**src/rtl/sram_march_tester.sv**
```systemverilog
// SRAM test controller: manual pass-through access to a single-port SRAM macro,
// plus a built-in March C- self-test reporting pass/fail, error count and first failure.
module sram_march_tester #(
  parameter int ADDR_W = 10,
  parameter int DATA_W = 8,
  parameter int ERR_W  = 8
) (
  input  logic              clk,
  input  logic              rst_n,
  input  logic              start,
  input  logic [DATA_W-1:0] bg,
  output logic              busy,
  output logic              done,
  output logic              pass,
  output logic [ERR_W-1:0]  err_count,
  output logic [ADDR_W-1:0] fail_addr,
  output logic [DATA_W-1:0] fail_data,
  input  logic              man_en,
  input  logic              man_wen,
  input  logic [ADDR_W-1:0] man_addr,
  input  logic [DATA_W-1:0] man_din,
  output logic [DATA_W-1:0] man_dout,
  output logic              mem_men,
  output logic              mem_wen,
  output logic              mem_ren,
  output logic [ADDR_W-1:0] mem_addr,
  output logic [DATA_W-1:0] mem_din,
  input  logic [DATA_W-1:0] mem_dout
);

  typedef enum logic [1:0] {S_IDLE, S_RUN, S_DRAIN, S_DONE} state_e;

  localparam logic [ADDR_W-1:0] ADDR_MAX = '1;
  localparam logic [ERR_W-1:0]  ERR_MAX  = '1;

  state_e            state_q, state_d;
  logic [2:0]        elem_q, elem_d;
  logic              wr_phase_q, wr_phase_d;
  logic [ADDR_W-1:0] addr_q, addr_d;
  logic [DATA_W-1:0] bg_q, bg_d;
  logic              cmp_valid_q, cmp_valid_d;
  logic [DATA_W-1:0] cmp_exp_q, cmp_exp_d;
  logic [ADDR_W-1:0] cmp_addr_q, cmp_addr_d;
  logic [ERR_W-1:0]  err_q, err_d;
  logic [ADDR_W-1:0] fail_addr_q, fail_addr_d;
  logic [DATA_W-1:0] fail_data_q, fail_data_d;

  logic              op_rd, op_wr, up, at_end, addr_step;
  logic [DATA_W-1:0] op_data;

  // NOTE: always_comb assigns every output a default first, so no path can infer a latch.
  always_comb begin
    state_d     = state_q;
    elem_d      = elem_q;
    wr_phase_d  = wr_phase_q;
    addr_d      = addr_q;
    bg_d        = bg_q;
    err_d       = err_q;
    fail_addr_d = fail_addr_q;
    fail_data_d = fail_data_q;
    op_rd       = 1'b0;
    op_wr       = 1'b0;
    op_data     = '0;
    up          = (elem_q < 3'd3);
    at_end      = up ? (addr_q == ADDR_MAX) : (addr_q == '0);
    addr_step   = 1'b0;

    // Check the read issued last cycle; this is independent of the current op.
    if (cmp_valid_q && (mem_dout != cmp_exp_q)) begin
      if (err_q != ERR_MAX) err_d = err_q + 1'b1;
      if (err_q == '0) begin
        fail_addr_d = cmp_addr_q;
        fail_data_d = mem_dout ^ cmp_exp_q;
      end
    end

    case (state_q)
      S_IDLE, S_DONE: begin
        if (start) begin
          state_d     = S_RUN;
          elem_d      = 3'd0;
          wr_phase_d  = 1'b0;
          addr_d      = '0;
          bg_d        = bg;
          err_d       = '0;
          fail_addr_d = '0;
          fail_data_d = '0;
        end
      end
      S_RUN: begin
        // Elements 1-4 alternate read (phase 0) and write (phase 1) per address.
        case (elem_q)
          3'd0:    begin op_wr = 1'b1; op_data = bg_q; end
          3'd1, 3'd3: begin
            op_wr   = wr_phase_q;
            op_rd   = ~wr_phase_q;
            op_data = wr_phase_q ? ~bg_q : bg_q;
          end
          3'd2, 3'd4: begin
            op_wr   = wr_phase_q;
            op_rd   = ~wr_phase_q;
            op_data = wr_phase_q ? bg_q : ~bg_q;
          end
          default: begin op_rd = 1'b1; op_data = bg_q; end
        endcase
        if (elem_q == 3'd0 || elem_q == 3'd5) addr_step = 1'b1;
        else begin
          addr_step  = wr_phase_q;
          wr_phase_d = ~wr_phase_q;
        end
        if (addr_step) begin
          if (at_end) begin
            if (elem_q == 3'd5) state_d = S_DRAIN;
            else                elem_d  = elem_q + 3'd1;
          end
          // Leaving M2 at N-1 must start M3 at N-1; every other boundary wraps naturally.
          if (!(at_end && elem_q == 3'd2)) addr_d = up ? addr_q + 1'b1 : addr_q - 1'b1;
        end
      end
      S_DRAIN: state_d = S_DONE;
      default: state_d = S_IDLE;
    endcase

    cmp_valid_d = op_rd;
    cmp_exp_d   = op_rd ? op_data : cmp_exp_q;
    cmp_addr_d  = op_rd ? addr_q  : cmp_addr_q;
  end

  // NOTE: sequential state uses non-blocking assignments so all registers update together.
  always_ff @(posedge clk) begin
    if (!rst_n) begin
      state_q     <= S_IDLE;
      elem_q      <= 3'd0;
      wr_phase_q  <= 1'b0;
      addr_q      <= '0;
      bg_q        <= '0;
      cmp_valid_q <= 1'b0;
      cmp_exp_q   <= '0;
      cmp_addr_q  <= '0;
      err_q       <= '0;
      fail_addr_q <= '0;
      fail_data_q <= '0;
    end else begin
      state_q     <= state_d;
      elem_q      <= elem_d;
      wr_phase_q  <= wr_phase_d;
      addr_q      <= addr_d;
      bg_q        <= bg_d;
      cmp_valid_q <= cmp_valid_d;
      cmp_exp_q   <= cmp_exp_d;
      cmp_addr_q  <= cmp_addr_d;
      err_q       <= err_d;
      fail_addr_q <= fail_addr_d;
      fail_data_q <= fail_data_d;
    end
  end

  assign busy      = (state_q == S_RUN) || (state_q == S_DRAIN);
  assign done      = (state_q == S_DONE);
  assign pass      = done && (err_q == '0);
  assign err_count = err_q;
  assign fail_addr = fail_addr_q;
  assign fail_data = fail_data_q;
  assign man_dout  = mem_dout;

  always_comb begin
    if (busy) begin
      mem_men  = (state_q == S_RUN);
      mem_wen  = op_wr;
      mem_ren  = op_rd;
      mem_addr = addr_q;
      mem_din  = op_data;
    end else begin
      mem_men  = man_en;
      mem_wen  = man_en & man_wen;
      mem_ren  = man_en & ~man_wen;
      mem_addr = man_addr;
      mem_din  = man_din;
    end
  end

endmodule

```
**config.mk**
```make
export PLATFORM = sky130hd
export DESIGN_NAME = sram_march_tester
export DESIGN_NICKNAME = d
export VERILOG_FILES = /design/src/rtl/sram_march_tester.sv
export SDC_FILE = /design/constraint.sdc
export NUM_CORES = 1
export LEC_CHECK = 0
export CELL_PAD_IN_SITES_DETAIL_PLACEMENT = 1
export CELL_PAD_IN_SITES_GLOBAL_PLACEMENT = 2
export CORE_MARGIN = 2
export CORE_UTILIZATION = 26
export DETAILED_ROUTE_END_ITERATION = 6
export PLACE_DENSITY_LB_ADDON = 0.1
export SYNTH_ARGS = -nofsm -noshare
export SYNTH_HDL_FRONTEND = slang
export SYNTH_SLANG_ARGS = --single-unit
```
**constraint.sdc**
```tcl
create_clock -name clk -period 2.45 [get_ports clk]
set_clock_uncertainty 0.1 [all_clocks]
set_input_delay 0.6125 -clock clk [delete_from_list [all_inputs] [get_ports clk]]
set_output_delay 0.6125 -clock clk [all_outputs]
set_load 0.005 [all_outputs]
```
==> CHANGELOG.md <==
### Metrics

* Critical Path Fanout Max at 8
* Setup_tns at -2.73 ns
* Io pins at 97
* Reg2Reg Depth at 18
* TritonCTS clock tree: yes
* Status: finished with violations
* # diodes at 0
* # fillers at 1,726
* Max Buffers Root-to-Sink at 2
* Iteration-0 DRC Markers at 165
* Gate Area at 2770 um^2
* DP Cell Count at 796
* Vias in the first global route at 4,328
* Distinct cells, synth at 56
* Drt pass-1 iters at 4
* Buffers and inverters on the worst path at 2
* YS chip area at 3990 um^2
* Overflow after GRT at 0
* Cells on Worst Hold Path at 2
* Initial Util at 26.5%
* Post-synth top cells: 71 x nor2_1, 69 x dfxtp_1, 42 x nand2_1, 28 x o21ai_0, 27 x a21oi_1
* Non-Filler Instances at 868
* Post-synth EDFFs at 0
* Min Tclk post-route at 2.70 ns
* Insertion Delay late pin at 0.34 ns
* Largest stage delay, worst path at 0.40 ns
* Final setup margin at -0.251 ns
* Unrepaired setup endpoints after global routing: yes
* Place WS at -0.546 ns
* Startpoint types: flip-flop
* Ys cells at 469
* Final setup fails at 15
* Initial antenna violation count at 0
* Root Driver: clkbuf_16
* Core footprint at 15,100 um^2
* Gpl congestion at 0.823
* Cell Area, Synth at 3990 um^2
* Clock slew seen by the registers of the worst setup and hold paths at 0.06 ns
* Max-area cell share at 34.6%
* Fin nets at 733
* Hold Fails Final Rpt at 0
* Worst min-delay path class: flip-flop to flip-flop
* Worst-Margin Slew at 0.525 ns
* Peak Freq at 370 MHz
* # port buffers at 96
* Max Slew Vio Count at 0
* Top delay family on crit path: AND-OR/OR-AND gates
* Start point of the worst hold path: cmp_addr_q[9]$_SDFFE_PN0P_
* HPWL after DPL at 9730 um
* Hold EP: cmp_addr_q[9]$_SDFFE_PN0P_
* Reg2Reg Capture Point: cmp_valid_q$_SDFF_PN0_
* Critical path type: flip-flop to output port
* Flop area at 1390 um^2
* DRC violations left at 0
* Most common cell on crit path: o21ai_1
* Via/cell ratio at 4.76
* Crit share post-route at 110%
* Failing checks: negative setup slack
* H-tree lvl count at 3
* FF-to-FF setup slack at -0.25 ns
* Rows at 45
* Pwr Density at 702 nW/um^2
* Number of buffers created by CTS at 9
* Antenna Violating Nets Remaining at 0
* First-pass GRT wire length at 22,400 um
* Peak VDD IR at 0.422 mV
* Synth area leaders: dfxtp_1 35%, nor2_1 6.7%, mux2i_1 6.0%
* Largest net degree at the start of global routing at 41
* Post-Syn Area per Cell at 8.51 um^2
* Worst R2R Start: elem_q[0]$_SDFFE_PN0P_
* Synth Warn # at 0
* Total die size at 16,400 um^2
* Die y size at 128 um
* Syn Inst Count at 469
* Die width at 128 um
* Tool warning count at 34
* Count leader, synth: nor2_1
* Slowest-stage cell, CP: dfxtp_4
* Crit. Startpoint: elem_q[1]$_SDFFE_PN0P_
-- through the flow --
stage               hold slack, ns  power (mW)  cell area (um^2)
finish                       0.394        4.73              6740
CTS                          0.400        4.76              6600
detailed placement           0.380        3.11              5600
global placement             0.373        3.08              5600
floorplan                    0.349        2.11              4000
global route                 0.429        5.04              6740
-- worst max-delay path by stage --
stage / end / slack [ns] / cells past startpoint
detailed placement: mem_din[7] / -0.55 / 9
floorplan: mem_ren / 0.0002 / 10
finish: mem_din[0] / -0.25 / 9
global route: mem_din[4] / -0.36 / 9
global placement: mem_din[7] / -0.49 / 9
CTS: mem_din[7] / -0.25 / 9
-- routing by layer --
metal,track usage [%],part of all wire (%)
met1,21.0,45
met2,31.2,51
met3,2.75,3.0
met4,5.82,1.4
met5,0,0
-- what timing repair did --
| item | 4_1_cts | 5_1_grt |
|---|---|---|
| hold endpoints to repair | 0 | 0 |
| setup buffers | 49 | 8 |
| gates resized | 174 | 32 |
| cloned | 2 | 0 |
| endpoints found under the setup margin | 25 | 44 |
| pin swaps | 49 | 24 |
-- final cells by class --
type / instances / share of cell area [%]
multi-input cells: 352 / 41.0
well taps: 188 / 3.49
clock inverters: 7 / 0.761
flip-flops and latches: 69 / 20.7
repair buffers: 227 / 29.7
clock buffers: 9 / 3.34
inverters: 16 / 0.965
-- state kept, by name (all words and copies together), names as in the netlist --
| signal | count |
|---|---|
| addr_q | 10 |
| bg_q | 8 |
| cmp_addr_q | 10 |
| cmp_exp_q | 8 |
| cmp_valid_q | 1 |
| elem_q | 3 |
| err_count | 8 |
| fail_addr | 10 |
| fail_data | 8 |
| state_q | 2 |
| wr_phase_q | 1 |
-- layout by cell type (no fill, tap or decap), types with 12 or more instances in the layout --
cell type / netlist / layout
clkdlybuf4s50_1: 0 / 73
nor2_1: 71 / 68
dfxtp_1: 69 / 64
buf_2: 4 / 12
nand3_1: 16 / 15
buf_6: 2 / 18
mux2i_1: 24 / 23
xnor2_1: 15 / 15
a211oi_2: 9 / 16
a21oi_1: 27 / 17
nand2_1: 42 / 39
ha_4: 0 / 13
o21ai_1: 0 / 13
buf_4: 9 / 109
-- where the power goes --
part	switching, mW	internal [mW]	total [mW]	leakage (nW)
logic	1.04	1.21	2.25	1.86
registers	0.0790	1.17	1.25	0.560
clock network	0.537	0.688	1.22	0.132
total	1.66	3.07	4.73	2.55
-- worst register-to-register path, delay by kind of cell, from the launching register on --
| kind | cells | cell delay [ns] |
|---|---|---|
| simple gates | 3 | 0.20 |
| buf+inv | 12 | 1.41 |
| flops | 1 | 0.37 |
| fa+ha+maj | 1 | 0.15 |
| compound gates | 2 | 0.39 |
-- kinds of logic (layout without fill, tap and decap cells) --
logic type	count (synthesis)	after routing	share of synthesized area (%)
AND-OR/OR-AND	113	113	20.2
XOR/XNOR	17	17	3.73
adder cells (fa/ha/maj)	19	19	6.14
buffers and inverters	48	259	6.71
flip-flops	69	69	34.6
multiplexers	35	35	9.12
AND/OR/NAND/NOR	168	168	19.5
**Metal 1**

Scale bar: 50 um. Supply wires on this layer in grey.
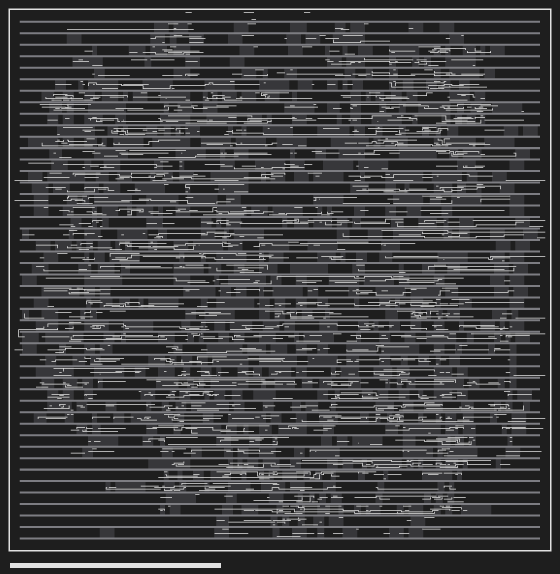
wire length on this layer: 6,260 um
longest straight run: 36.8 um
Via Count: 4,129
met1 Use GR: 21.0%
WL final: 13,900 um

**Routing congestion**

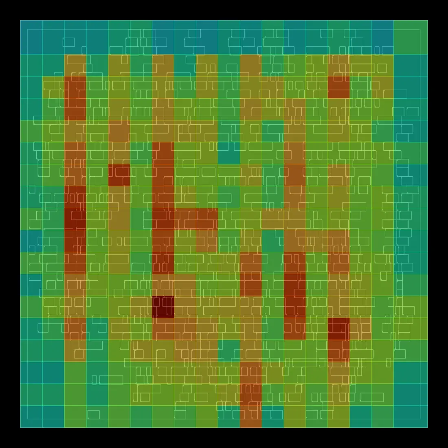
per-cell routed wire length: 16.0 um
Total Routing Usage GR: 17.4%
gr busiest metal: met2
routing usage on met3: 2.75%
post-layout util: 44.7%

**M2 wires**

Scale bar: 50 um.
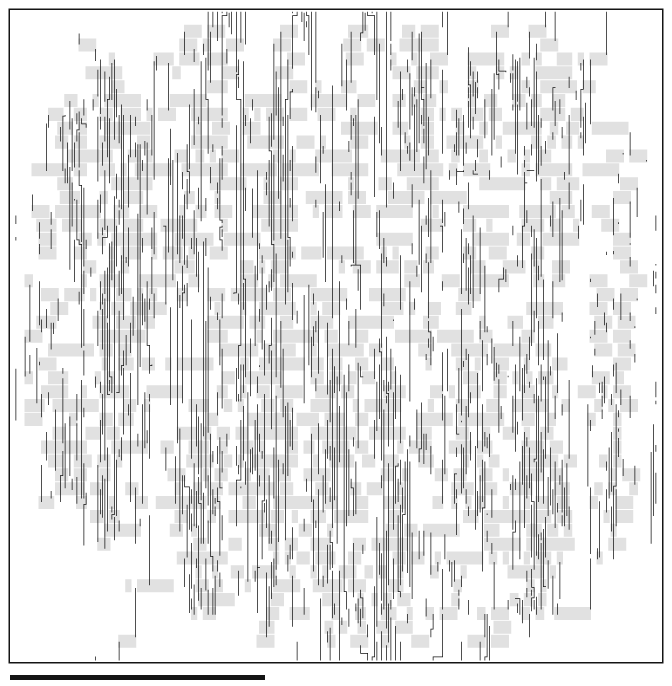
main direction: vertical
wire length on this layer: 7,030 um
nets with wire on the layer: 660
met2 global-route usage: 31.2%

**Close-up of the layout**

Scale bar: 10 um. Window x 44 to 84, y 18 to 58 um. Cells in grey, sequential cells in the stronger grey; small squares are vias.
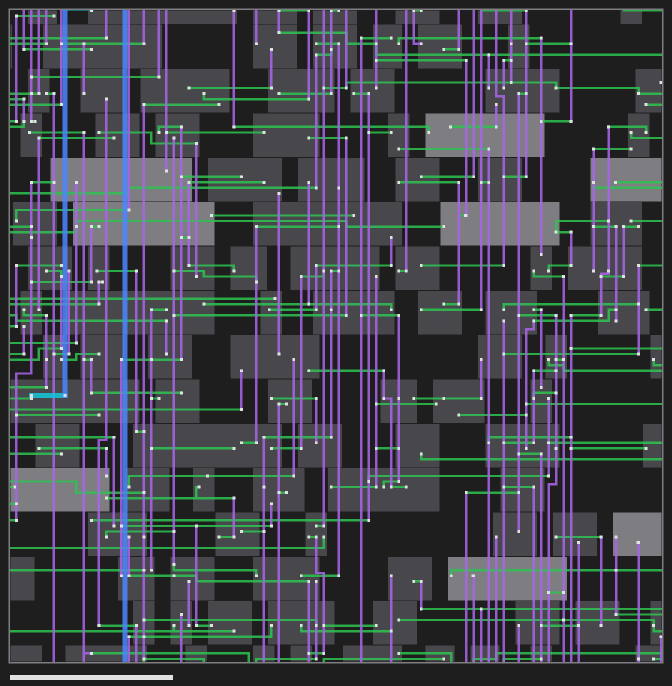
legend:
  cyan:
    layer: metal 3
  green:
    layer: metal 1
  blue:
    layer: metal 4
  purple:
    layer: metal 2
cells with their middle in the window: 89
sequential cells in the window: 7
netlist names of flops here include: elem_q (3), bg_q (2), cmp_exp_q (2)
most frequent: buf_4 (33), nor2_1 (6)

**Drive-strength map**

Scale bar: 50 um.
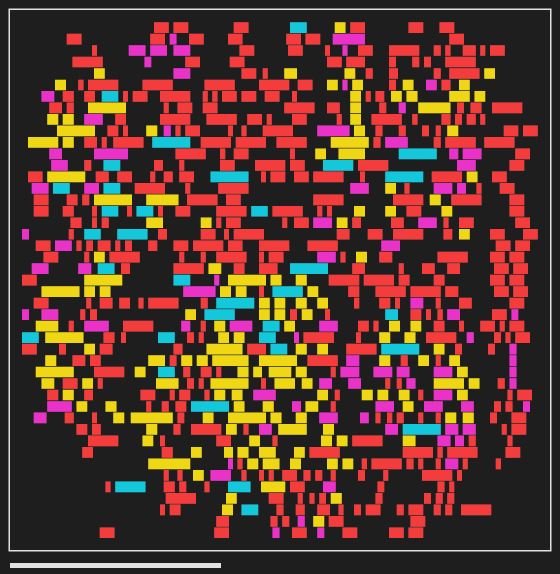
legend:
  magenta:
    size: _2 cells
    cells: 84
    share: 12%
    most_used: a211oi_2
  yellow:
    size: _3 and _4 cells
    cells: 151
    share: 22%
    most_used: buf_4
  cyan:
    size: _6 and larger
    cells: 34
    share: 5.0%
    most_used: buf_6
  red:
    size: _0 and _1 cells
    cells: 411
    share: 60%
    most_used: clkdlybuf4s50_1
Signal buffers: 227
Layout area overhead: 68.8%
final setup margin: -0.251 ns

Power and IR drop assume default switching activity.
